Figure 1. I/O pins on the die edge.
Pins as bars across the die edge, other pins in grey.
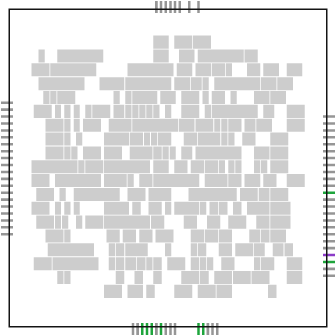
Figure 2. Close-up of the layout.
Window x 6 to 26, y 6 to 26 µm. Cells in grey, sequential cells in the stronger grey; small squares are vias.
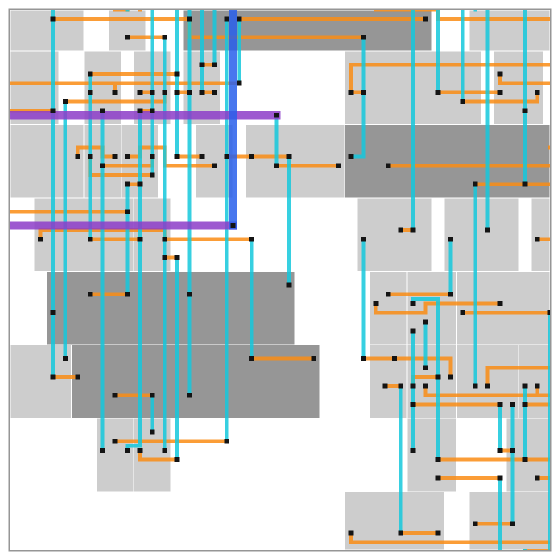
Design span_walker, sky130hd; sources not shown.
==> results.sh <==
# implementation run metrics
export IMPL_placementRows=19
export IMPL_count_of_synthesis_stage_warnings_from_yosys=0
export IMPL_synth_nets=180
export IMPL_postCtsSetupBuffers=5
export IMPL_slowest_stage="sky130_fd_sc_hd__dfrtp_1"
export IMPL_synthMuxAreaShare_pct=0
export IMPL_power_top_group="combinational logic"
export IMPL_drive_above_1_share_pct=23.7
export IMPL_combPwrFrac_pct=40.2
export IMPL_place_worst_setup_slack_ns=-0.727
export IMPL_synthSimpleGateAreaFrac_pct=28.0
export IMPL_antenna_found_initial=0
export IMPL_cts_repair_resized=63
export IMPL_power_mw=1.71
export IMPL_synth_logic_top_family="simple AND/OR/NAND/NOR gates"
export IMPL_place_area_mm2=0.00186
export IMPL_run_status="complete, but fails checks"
export IMPL_cp_end_kind="primary output"
export IMPL_xor_area_share_pct=6.31
export IMPL_timing_critical_path_fanout_max=2
export IMPL_numSynthFlops=18
export IMPL_finalWorstPathRequiredPeriod_ns=1.69
export IMPL_seq_share_pct=23.2
export IMPL_finalNetCount=263
export IMPL_failed_checks="negative setup slack"
export IMPL_post_route_worst_setup_slack_ns=-0.0911
export IMPL_power_ir_vdd_worst_v=0.00108
export IMPL_setup_viol_count_final=2
export IMPL_worst_r2r_setup_slack_ns=0.09
export IMPL_pg_seq_mw=0.659
export IMPL_grt_overflow=0
export IMPL_cts_inserted_buffers=3
export IMPL_utilization_pct=69.9
export IMPL_min_period_over_period_pct=106
Back to the opening pictures, Figure 1:
[`span_x_start`] green | pins: 8 | direction: input | edge: 6 south, 2 east
[`span_valid`] purple | pins: 1 | direction: input | edge: east
die height: 62.1 µm
die width: 62.1 µm
count of buffers inserted at the top-level ports: 66

Back to the opening pictures, Figure 2:
[met2] cyan
[met3] purple
[met1] orange
[met4] blue
most frequent: nand2_1 (10), clkdlybuf4s50_1 (7), dfrtp_1 (4)
cells with their middle in the window: 35
sequential cells in the window: 4

==> cell usage after synthesis <==
library cell | number | area share, %
sky130_fd_sc_hd__nand2_1 | 52 | 18
sky130_fd_sc_hd__dfrtp_1 | 18 | 41
sky130_fd_sc_hd__buf_4 | 9 | 6.1
sky130_fd_sc_hd__inv_1 | 8 | 2.7
sky130_fd_sc_hd__xnor2_1 | 8 | 6.3
sky130_fd_sc_hd__ha_1 | 7 | 7.9
sky130_fd_sc_hd__nor3_1 | 7 | 3.2
sky130_fd_sc_hd__a21oi_1 | 4 | 1.8
sky130_fd_sc_hd__and2_1 | 4 | 2.3
sky130_fd_sc_hd__buf_2 | 3 | 1.4
sky130_fd_sc_hd__nand4_1 | 3 | 1.7
sky130_fd_sc_hd__nor2_1 | 3 | 1.0
sky130_fd_sc_hd__clkbuf_1 | 2 | 0.68
sky130_fd_sc_hd__a211oi_2 | 1 | 1.1
sky130_fd_sc_hd__a22oi_1 | 1 | 0.68
sky130_fd_sc_hd__buf_6 | 1 | 1.0
sky130_fd_sc_hd__nand2b_1 | 1 | 0.56
sky130_fd_sc_hd__nand2b_4 | 1 | 1.2
sky130_fd_sc_hd__nor2b_1 | 1 | 0.56
sky130_fd_sc_hd__o21ai_0 | 1 | 0.45
sky130_fd_sc_hd__o21ai_1 | 1 | 0.45
sky130_fd_sc_hd__o32a_1 | 1 | 0.90
==> critical path: cells and delay by family (launching register included) <==
family	cells	cell delay [ns]
xor+xnor	1	0.15
buf+inv	1	0.11
flops	1	0.40
simple gates	3	0.47
==> layer usage <==
layer / share of wire [%] / routed length, µm / global-route usage [%] / vias up
met5: 0 / 0 / 0 / -
met4: 0.79 / 27 / 3.94 / 0
met3: 11 / 381 / 7.02 / 2
met2: 52 / 1800 / 37.4 / 52
met1: 36 / 1220 / 18.4 / 550
li1: - / - / - / 589
